Run 1, cell area per tile:
(4 px per um) The die is cut into 10 by 5 equal tiles; white is low, dark blue is high, 0 to 100% covered.
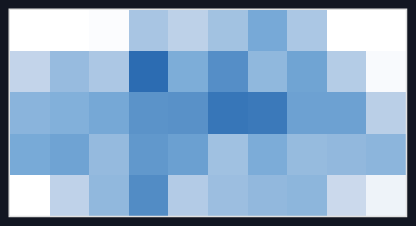
Run 1, M3 wires:
(6 px per um) Cells faint in the background.
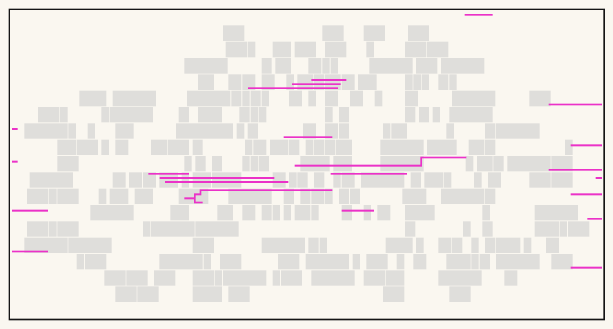
Run 1, clock nets:
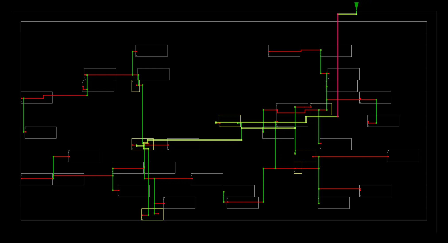
Run 1, met1 routing:
(4 px per um) Supply wires on this layer in gray.
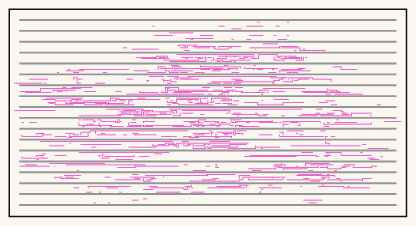
File: src/rtl/traffic_pkg.sv
// Shared phase encoding and default lamp dwell lengths for the traffic-light
// controller and its monitor.
package traffic_pkg;

  typedef enum logic [1:0] {
    WAIT   = 2'd0,
    RED    = 2'd1,
    GREEN  = 2'd2,
    YELLOW = 2'd3
  } phase_t;

  localparam int DEF_RED_LEN    = 18;
  localparam int DEF_GREEN_LEN  = 15;
  localparam int DEF_YELLOW_LEN = 3;

  function automatic logic legal_succ(input phase_t from, input phase_t to);
    return (from == RED    && to == GREEN)  ||
           (from == GREEN  && to == YELLOW) ||
           (from == YELLOW && to == RED);
  endfunction

endpackage

File: src/rtl/traffic_light_monitor_sat_counter.sv
// Saturating up-counter with clear and load-to-1; clear has priority over
// load, and load has priority over increment.
module sat_counter #(
  parameter int W = 6
) (
  input  logic         clk,
  input  logic         rst,
  input  logic         clr,
  input  logic         load1,
  input  logic         inc,
  output logic [W-1:0] q
);

  always_ff @(posedge clk) begin
    if (rst || clr) begin
      q <= '0;
    end else if (load1) begin
      q <= W'(1);
    end else if (inc && (q != {W{1'b1}})) begin
      q <= q + W'(1);
    end
  end

endmodule

File: src/rtl/traffic_light_monitor.sv
// Observer for the traffic-light lamp outputs: phase order, dwell and dropout.
// Define MON_TRACE_EN to add err_phase/err_dwell capture of the first error.
//
// state  | meaning
// WAIT   | no phase tracked yet (after reset or a dark dropout)
// RED    | red lamp lit
// GREEN  | green lamp lit
// YELLOW | yellow lamp lit
module traffic_light_monitor
  import traffic_pkg::*;
#(
  parameter int RED_LEN    = DEF_RED_LEN,
  parameter int GREEN_LEN  = DEF_GREEN_LEN,
  parameter int YELLOW_LEN = DEF_YELLOW_LEN,
  parameter int CNT_W      = 6
) (
  input  logic             clk,
  input  logic             rst,
  input  logic             red,
  input  logic             green,
  input  logic             yellow,
  input  logic             clr_err,
  output logic [1:0]       phase,
  output logic [CNT_W-1:0] dwell,
  output logic [CNT_W-1:0] last_dur,
  output logic             err_onehot,
  output logic             err_order,
  output logic             err_dur,
  output logic             err_dark,
  output logic             err_any,
`ifdef MON_TRACE_EN
  output logic [1:0]       err_phase,
  output logic [CNT_W-1:0] err_dwell,
`endif
  output logic [7:0]       cycles_ok
);

  phase_t           ph;
  phase_t           lit_ph;
  logic             partial;
  logic             stuck;
  logic             valid;
  logic             multi;
  logic             dark;
  logic             ev_enter, ev_same, ev_change, ev_drop;
  logic             new_onehot, new_order, new_dur, new_dark, new_any;
  logic             nx_onehot, nx_order, nx_dur, nx_dark;
  logic [CNT_W-1:0] cur_len;

  function automatic logic [CNT_W-1:0] len_of(input phase_t p);
    case (p)
      RED:     return CNT_W'(RED_LEN);
      GREEN:   return CNT_W'(GREEN_LEN);
      YELLOW:  return CNT_W'(YELLOW_LEN);
      default: return '0;
    endcase
  endfunction

  always_comb begin
    lit_ph = WAIT;
    case ({red, green, yellow})
      3'b100:  lit_ph = RED;
      3'b010:  lit_ph = GREEN;
      3'b001:  lit_ph = YELLOW;
      default: lit_ph = WAIT;
    endcase
    multi     = (red & green) | (red & yellow) | (green & yellow);
    dark      = ~(red | green | yellow);
    cur_len   = len_of(ph);
    ev_enter  = !multi && !dark && (ph == WAIT);
    ev_same   = !multi && !dark && (ph != WAIT) && (lit_ph == ph);
    ev_change = !multi && !dark && (ph != WAIT) && (lit_ph != ph);
    ev_drop   = dark && (ph != WAIT);

    new_onehot = multi;
    new_dark   = ev_drop;
    new_order  = ev_change && !legal_succ(ph, lit_ph);
    // A stuck lamp is reported once, as it passes LEN, not again when it ends.
    new_dur    = !partial && !stuck &&
                 ((ev_same && (dwell == cur_len)) ||
                  (ev_change && (dwell != cur_len)));
    new_any    = new_onehot | new_dark | new_order | new_dur;

    nx_onehot = (err_onehot & ~clr_err) | new_onehot;
    nx_order  = (err_order  & ~clr_err) | new_order;
    nx_dur    = (err_dur    & ~clr_err) | new_dur;
    nx_dark   = (err_dark   & ~clr_err) | new_dark;
  end

  sat_counter #(.W(CNT_W)) u_dwell (
    .clk   (clk),
    .rst   (rst),
    .clr   (ev_drop),
    .load1 (ev_enter | ev_change),
    .inc   (ev_same),
    .q     (dwell)
  );

  always_ff @(posedge clk) begin
    if (rst) begin
      ph         <= WAIT;
      partial    <= 1'b1;
      stuck      <= 1'b0;
      valid      <= 1'b0;
      last_dur   <= '0;
      err_onehot <= 1'b0;
      err_order  <= 1'b0;
      err_dur    <= 1'b0;
      err_dark   <= 1'b0;
      err_any    <= 1'b0;
      cycles_ok  <= '0;
    end else begin
      err_onehot <= nx_onehot;
      err_order  <= nx_order;
      err_dur    <= nx_dur;
      err_dark   <= nx_dark;
      err_any    <= nx_onehot | nx_order | nx_dur | nx_dark;

      if (ev_enter) begin
        ph      <= lit_ph;
        partial <= 1'b1;
        stuck   <= 1'b0;
        valid   <= 1'b0;
      end else if (ev_same) begin
        if (new_dur) begin
          stuck <= 1'b1;
          valid <= 1'b0;
        end
      end else if (ev_change) begin
        ph       <= lit_ph;
        last_dur <= dwell;
        partial  <= 1'b0;
        stuck    <= 1'b0;
        // Errors here belong to the cycle just closed; a RED entry opens a new one.
        valid    <= (lit_ph == RED) ? 1'b1 : (valid & ~(new_order | new_dur));
        if (ph == YELLOW && lit_ph == RED && valid && dwell == cur_len) begin
          cycles_ok <= cycles_ok + 8'd1;
        end
      end else if (ev_drop) begin
        ph      <= WAIT;
        partial <= 1'b1;
        stuck   <= 1'b0;
        valid   <= 1'b0;
      end
    end
  end

  assign phase = ph;

`ifdef MON_TRACE_EN
  logic trc_held;

  always_ff @(posedge clk) begin
    if (rst) begin
      err_phase <= '0;
      err_dwell <= '0;
      trc_held  <= 1'b0;
    end else if (new_any && (!trc_held || clr_err)) begin
      err_phase <= ph;
      err_dwell <= dwell;
      trc_held  <= 1'b1;
    end else if (clr_err) begin
      err_phase <= '0;
      err_dwell <= '0;
      trc_held  <= 1'b0;
    end
  end
`endif

endmodule

File: config.mk
export PLATFORM = sky130hd
export DESIGN_NAME = traffic_light_monitor
export DESIGN_NICKNAME = d
export VERILOG_FILES = /design/src/rtl/traffic_pkg.sv /design/src/rtl/traffic_light_monitor_sat_counter.sv /design/src/rtl/traffic_light_monitor.sv
export SDC_FILE = /design/constraint.sdc
export NUM_CORES = 1
export LEC_CHECK = 0
export CAP_MARGIN = 20
export CORE_ASPECT_RATIO = 0.5
export CORE_MARGIN = 2
export CORE_UTILIZATION = 35
export CTS_BUF_LIST = sky130_fd_sc_hd__clkbuf_8
export CTS_CLUSTER_SIZE = 12
export DETAILED_ROUTE_END_ITERATION = 6
export GPL_TIMING_DRIVEN = 0
export PLACE_DENSITY = 0.57
export SETUP_SLACK_MARGIN = 0.05
export SKIP_LAST_GASP = 1
export SLEW_MARGIN = 20
export SYNTH_ARGS = -nofsm -noshare
export SYNTH_HDL_FRONTEND = slang
export SYNTH_SLANG_ARGS = --single-unit
File: constraint.sdc
create_clock -name clk -period 4.4 [get_ports clk]
set_input_delay 0.88 -clock clk [delete_from_list [all_inputs] [get_ports clk]]
set_output_delay 0.88 -clock clk [all_outputs]
set_load 0.01 [all_outputs]
==> flow_summary.toml, run 1 <==
# implementation run metrics
[run_status]
status = "finished, final reports clean"

[worst_setup_path]
cp_num_buf_inv = 2
cp_max_fo = 10
cp_slowest_cell = "clkdlybuf4s50_1"
cp-start-kind = "primary input"
cpPeakStageDelay_ns = 0.52
worst_setup_path_end_kind = "flip-flop"
path_class = "primary input to flip-flop"
cp.required_ns = 4.56
r2r_setup_slack_ns = 2.11
critPathTopFamily = "buffers and inverters"
r2r_end = "cycles_ok[4]"
reg2reg_from = "phase[0]"
r2r_cells = 6
crit_chain = "clkdlybuf4s50_1, buf_1, and3b_1, o21ai_0, a32oi_1, nand4_1, xor2_1, nor2_1"
arrival_ns = 3.02

[power_and_ir_drop]
p_seq_share_pct = 49.6
power_switching_uw = 156
clkPwrFrac_pct = 36.2
p_per_area_nw_per_um2 = 283
swShare_pct = 27.1
leakage_nw = 0.754
total_power_uw = 575
power.internal_uw = 420
power_frac_comb_pct = 14.2
peakVddDrop_v = 0.000108

[clocking]
post-cts-setup-buffers = 0
ctsResizeCount = 0
path_clk_slew_ns = 0.06
ctsHoldBuffers = 0
cts_tree = "built"
cts_root_buffer = "clkbuf_8"
cts.sinks = 30
clk_path_buf_depth = 2
htreeDepth = 2

[floorplanning]
fp.dieW_um = 98.9
num_rows = 17
fp-utilization_pct = 36.2
core-area_sq_um = 4360
num_io_pins = 33
die-area_sq_um = 5090
die_h_um = 51.5

[timing]
hold_ws_ns = 0.452
setup_viol = 0
layout_min_cycle_time_ns = 2.86
layout_setup_ws_ns = 1.54
fin_tns_setup_ns = 0
timing.final.crit_share_pct = 65.0
hold_viol = 0
tightest_slew_ns = 0.749
drv_slew = 0
rsz0062_at_grt = "no"
relSlewSlack_pct = 49.6
fmax_ghz = 0.349

[logic_synthesis]
top_cells_by_area = "dfxtp_1 (38%), nor2_1 (8.1%), mux2i_1 (5.1%)"
async_reset_ff_share_pct = 0
fp_nets = 202
synthFlopType = "dfxtp_1"
ys_cells = 194
synth_cell_types = 43
top_cell = "nor2_1"
syn_avg_cell_area_sq_um = 8.13
synth_chip_area_sq_um = 1580
synth-edff-count = 0
netlist.area_leader.share_pct = 38.1
syn_area_sq_um = 1580
ys_warn_count = 0
postSynthCellCount = 194
ys.flops = 30
ys_seq_share_pct = 38.1
yosysTopAreaCell = "dfxtp_1"
common_cells = "nor2_1 (34), dfxtp_1 (30), nor3_1 (12)"

[cells_and_area]
utilization_pct = 46.7
largest_reg_flops = 8
insertedDiodeCount = 0
final_cell_mix = "nor2_1 (34), clkdlybuf4s50_1 (31), dfxtp_1 (30), nor3_1 (12), nand2_1 (11)"
nets = 240
final_common_cell = "nor2_1"
largestRegisters = "cycles_ok x8, last_dur x6, u_dwell.q x6"
fillers = 434
stdcell_count = 289
finalInstanceArea_sq_um = 2040
drive_above_1_share_pct = 5.17
top_register = "cycles_ok"
syn_to_final_growth_pct = 29.2

[placement]
placed_area_sq_um = 1960
port_buffers = 31
place_congestion = 0.846
dp_slack_ns = 1.26
detailed_place_hpwl_um = 2750
dp.cells = 282

[drt]
ant_nets = 0
routed-via-count = 1462
drc_errors = 0
drt-vias-per-instance = 5.06
wl_per_cell_um = 12.9
finalWirelength_um = 3730
firstDrtPassIters = 4
drt_iter0_drc = 90

[min_path]
min_to = "stuck"
hold_path_startpoint = "stuck"
holdCritPathClass = "flip-flop to flip-flop"
hold_depth = 2

[global_routing]
antenna_found_initial = 0
grt_util_all_layers_pct = 15.8
grt_pass1_vias = 1284
grt_pass1_wl_um = 6270
grt_max_degree = 11
grt_overflow = 0

[flow_run]
drv_cap = 0
warnings = 26
## Picture notes: 'cell area per tile'
emptiest ninth of the die: top left
tiles over 75% full: 2.0%
densest ninth of the die: middle
fullest tile: 76%
nearly empty tiles: 12%
mean over tiles: 39%

## Picture notes: 'M3 wires'
longest straight run: 21.9 um
share of all routed wire: 5.6%
main direction: horizontal
nets with wire on the layer: 21

## Picture notes: 'clock nets'
clk_buf instances: 5
CTS Buf Count: 5
Final Skew: 0.00383 ns
clock latency on the worst-skew pair: 0.28 ns
Clock group: 208 uW

## Picture notes: 'met1 routing'
wire length on this layer: 1920 um
main direction: horizontal
nets with wire on the layer: 217

[run 1: final cells by class]
cell class                      count  area [sq um]  area share, %
Tap cell                           57          71.3           3.50
Sequential cell                    30           601           29.5
Multi-Input combinational cell    148           912           44.8
Clock inverter                      2          10.0          0.491
Timing Repair Buffer               31           310           15.2
Clock buffer                        5          68.8           3.38
Buffer                             10          41.3           2.03
Inverter                            6          22.5           1.11
[run 1: power by group through the flow]
| stage | logic, mW | registers, mW | clock network [mW] |
|---|---|---|---|
| finish | 0.0818 | 0.286 | 0.208 |
| global route | 0.0900 | 0.286 | 0.231 |
| CTS | 0.0815 | 0.286 | 0.217 |
| detailed placement | 0.0811 | 0.292 | 0 |
| global placement | 0.0810 | 0.291 | 0 |
| floorplan | 0.0518 | 0.292 | 0 |
[run 1: cells by family (layout without fill, tap and decap cells)]
group                    after synthesis  after routing  share of synthesized area (%)
AND/OR/NAND/NOR                       94             94                           30.7
flip-flops                            30             30                           38.1
XOR/XNOR                               8              8                           4.44
multiplexers                          11             11                           7.22
adder cells (fa/ha/maj)                2              2                           1.59
buffers and inverters                 16             54                           4.05
AND-OR/OR-AND                         33             33                           13.9
[run 1: tightest hold or removal path, cell delays in order (launching register included)]
cell and delay, ns:
dfxtp_1 0.31, inv_1 0.05, a21oi_1 0.05
[run 1: worst max-delay path by stage]
stage,startpoint,end,slack [ns],cells after the start
floorplan,green,cycles_ok[4],2.02,6
global placement,green,err_any,1.26,8
detailed placement,green,cycles_ok[7],1.26,7
CTS,green,cycles_ok[4],1.55,7
global route,green,cycles_ok[7],1.36,7
finish,yellow,u_dwell.q[3],1.54,8
[run 1: layer usage]
layer,global-route usage [%],vias up,share of wire [%]
met5,0,-,0
met4,5.48,0,0.62
met3,4.10,2,5.6
met2,22.7,36,42
met1,22.6,669,51
li1,-,755,-
Run 1, clock distribution:
(4 px per um)
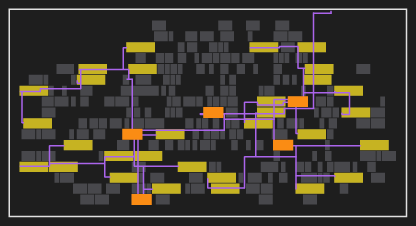

--- run 2 (diff from run 1) ---
==> constraint.sdc (replaced) <==
create_clock -name clk -period 2.75 [get_ports clk]
set_input_delay 0.55 -clock clk [delete_from_list [all_inputs] [get_ports clk]]
set_output_delay 0.55 -clock clk [all_outputs]
set_load 0.01 [all_outputs]
Run 2, clock distribution:
(4 px per um)
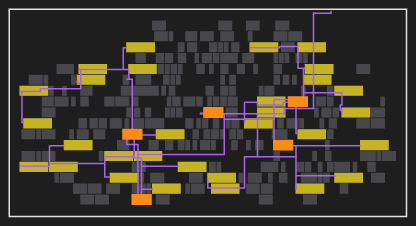
[yellow] flip-flops | count: 30
[purple] clock wires | length: 444 um
[orange] cells driving clock nets | count: 5
routed clock nets: 6

==> flow_summary.toml, run 2 <==
# implementation run metrics
[run_status]
status = "finished, final reports clean"

[cells_and_area]
syn_to_final_growth_pct = 29.5
insertedDiodeCount = 0
largestRegisters = "cycles_ok x8, last_dur x6, u_dwell.q x6"
final_cell_mix = "nor2_1 (34), clkdlybuf4s50_1 (31), dfxtp_1 (30), nor3_1 (12), nand2_1 (11)"
final_common_cell = "nor2_1"
fillers = 435
finalInstanceArea_sq_um = 2040
top_register = "cycles_ok"
drive_above_1_share_pct = 5.60
logic_area_sq_um = 917
seq_area_sq_um = 601
nets = 240

[global_routing]
antenna_found_initial = 0
grt_pass1_wl_um = 6270
grt_overflow = 0
grt_max_degree = 11

[flow_run]
warnings = 26
drv_cap = 0

[logic_synthesis]
syn_area_sq_um = 1580
synthFlopType = "dfxtp_1"
top_cells_by_area = "dfxtp_1 (38%), nor2_1 (8.1%), mux2i_1 (5.1%)"
netlist.area_leader.share_pct = 38.1
ys_warn_count = 0
synth.mux.area_fraction_pct = 7.22
synth_cell_types = 43
topCombFamilyByArea = "simple AND/OR/NAND/NOR gates"
async_reset_ff_share_pct = 0
top_cell = "nor2_1"
ys_cells = 194
ys_sh_simple_pct = 30.7
fa_ha_area_share_pct = 1.59
xor_area_share_pct = 4.44
synth-edff-count = 0
synth_chip_area_sq_um = 1580
yosysTopAreaCell = "dfxtp_1"
syn_avg_cell_area_sq_um = 8.13
ys.flops = 30
fp_nets = 202

[floorplanning]
num_rows = 17
fp-utilization_pct = 36.2
num_io_pins = 33
fp.dieW_um = 98.9
core-area_sq_um = 4360

[min_path]
holdCritPathClass = "flip-flop to flip-flop"

[clocking]
clk_path_buf_depth = 2
cts_root_buffer = "clkbuf_8"
post-cts-setup-buffers = 0
cts_buffers = 5
htreeDepth = 2
path_clk_slew_ns = 0.06
ctsHoldBuffers = 0
cts.sinks = 30
cts_tree = "built"

[worst_setup_path]
cpPeakStageDelay_ns = 0.53
cp-start-kind = "primary input"
cp_max_fo = 10
crit_chain = "clkdlybuf4s50_1, buf_1, and3b_1, o21ai_0, a32oi_1, nand4_1, xor2_1, nor2_1"
cp.required_ns = 2.91
arrival_ns = 2.69
worst_setup_path_end_kind = "flip-flop"
path_class = "primary input to flip-flop"
cp_slowest_cell = "clkdlybuf4s50_1"

[power_and_ir_drop]
leakage_nw = 0.755
p_per_area_nw_per_um2 = 451
peakVddDrop_v = 0.000174

[timing]
fin_skew_ns = 0.00312
timing.final.crit_share_pct = 91.8
tightest_slew_ns = 0.748
rsz0062_at_grt = "no"
setup_viol = 0
hold_viol = 0
layout_min_cycle_time_ns = 2.52
layout_setup_ws_ns = 0.225
fmax_ghz = 0.396
relSlewSlack_pct = 49.7

[drt]
drt-vias-per-instance = 5.03
wl_per_cell_um = 12.9
firstDrtPassIters = 4
finalWirelength_um = 3730
drc_errors = 0
drt_iter0_drc = 91

[placement]
dp_slack_ns = -0.0555
port_buffers = 31
detailed_place_hpwl_um = 2750
placed_area_sq_um = 1960
place_congestion = 0.846
==> run 2: final cells by class <==
| cell class | count | area share [%] |
|---|---|---|
| plain buffers | 10 | 2.02 |
| clock buffers | 5 | 3.37 |
| clock inverters | 2 | 0.490 |
| inverters | 6 | 1.10 |
| multi-input cells | 148 | 44.9 |
| flip-flops and latches | 30 | 29.4 |
| well taps | 57 | 3.49 |
| repair buffers | 31 | 15.2 |
==> run 2: final timing paths <==
path / from / endpoint / slack (ns) / cells after the start
max: yellow / u_dwell.q[3] / 0.23 / 8
min: stuck / stuck / 0.45 / 2
max reg2reg: phase[0] / cycles_ok[4] / 0.45 / 6
min reg2reg: stuck / stuck / 0.45 / 2
==> run 2: per-stage QoR <==
stage	instances	hold WS, ns	setup TNS [ns]	utilization (%)	power [mW]
6_report	289	0.453	0	46.8	0.920
3_3_place_gp	282	0.438	-0.161	44.9	0.595
5_1_grt	289	0.466	0	46.8	0.973
2_1_floorplan	194	0.426	0	-	0.550
3_5_place_dp	282	0.442	-0.283	44.9	0.596
4_1_cts	289	0.452	0	46.7	0.935
==> run 2: layer usage <==
metal	routed length (um)	global-route usage (%)	vias to the layer above
met3	141	4.10	2
met1	1970	22.6	672
li1	-	-	757
met2	1600	22.7	23
met5	0	0	-
met4	23	5.48	0
==> run 2: power by group <==
group          internal (mW)  total, mW  switching [mW]
sequential             0.444      0.457          0.0125
clock                  0.169      0.333           0.163
combinational         0.0576      0.131          0.0735
==> run 2: worst max-delay path: cells and delay by family <==
| kind | cells | cell delay, ns |
|---|---|---|
| simple gates | 3 | 0.45 |
| buf+inv | 2 | 0.89 |
| xor+xnor | 1 | 0.17 |
| compound gates | 2 | 0.63 |
Power and IR drop assume default switching activity.
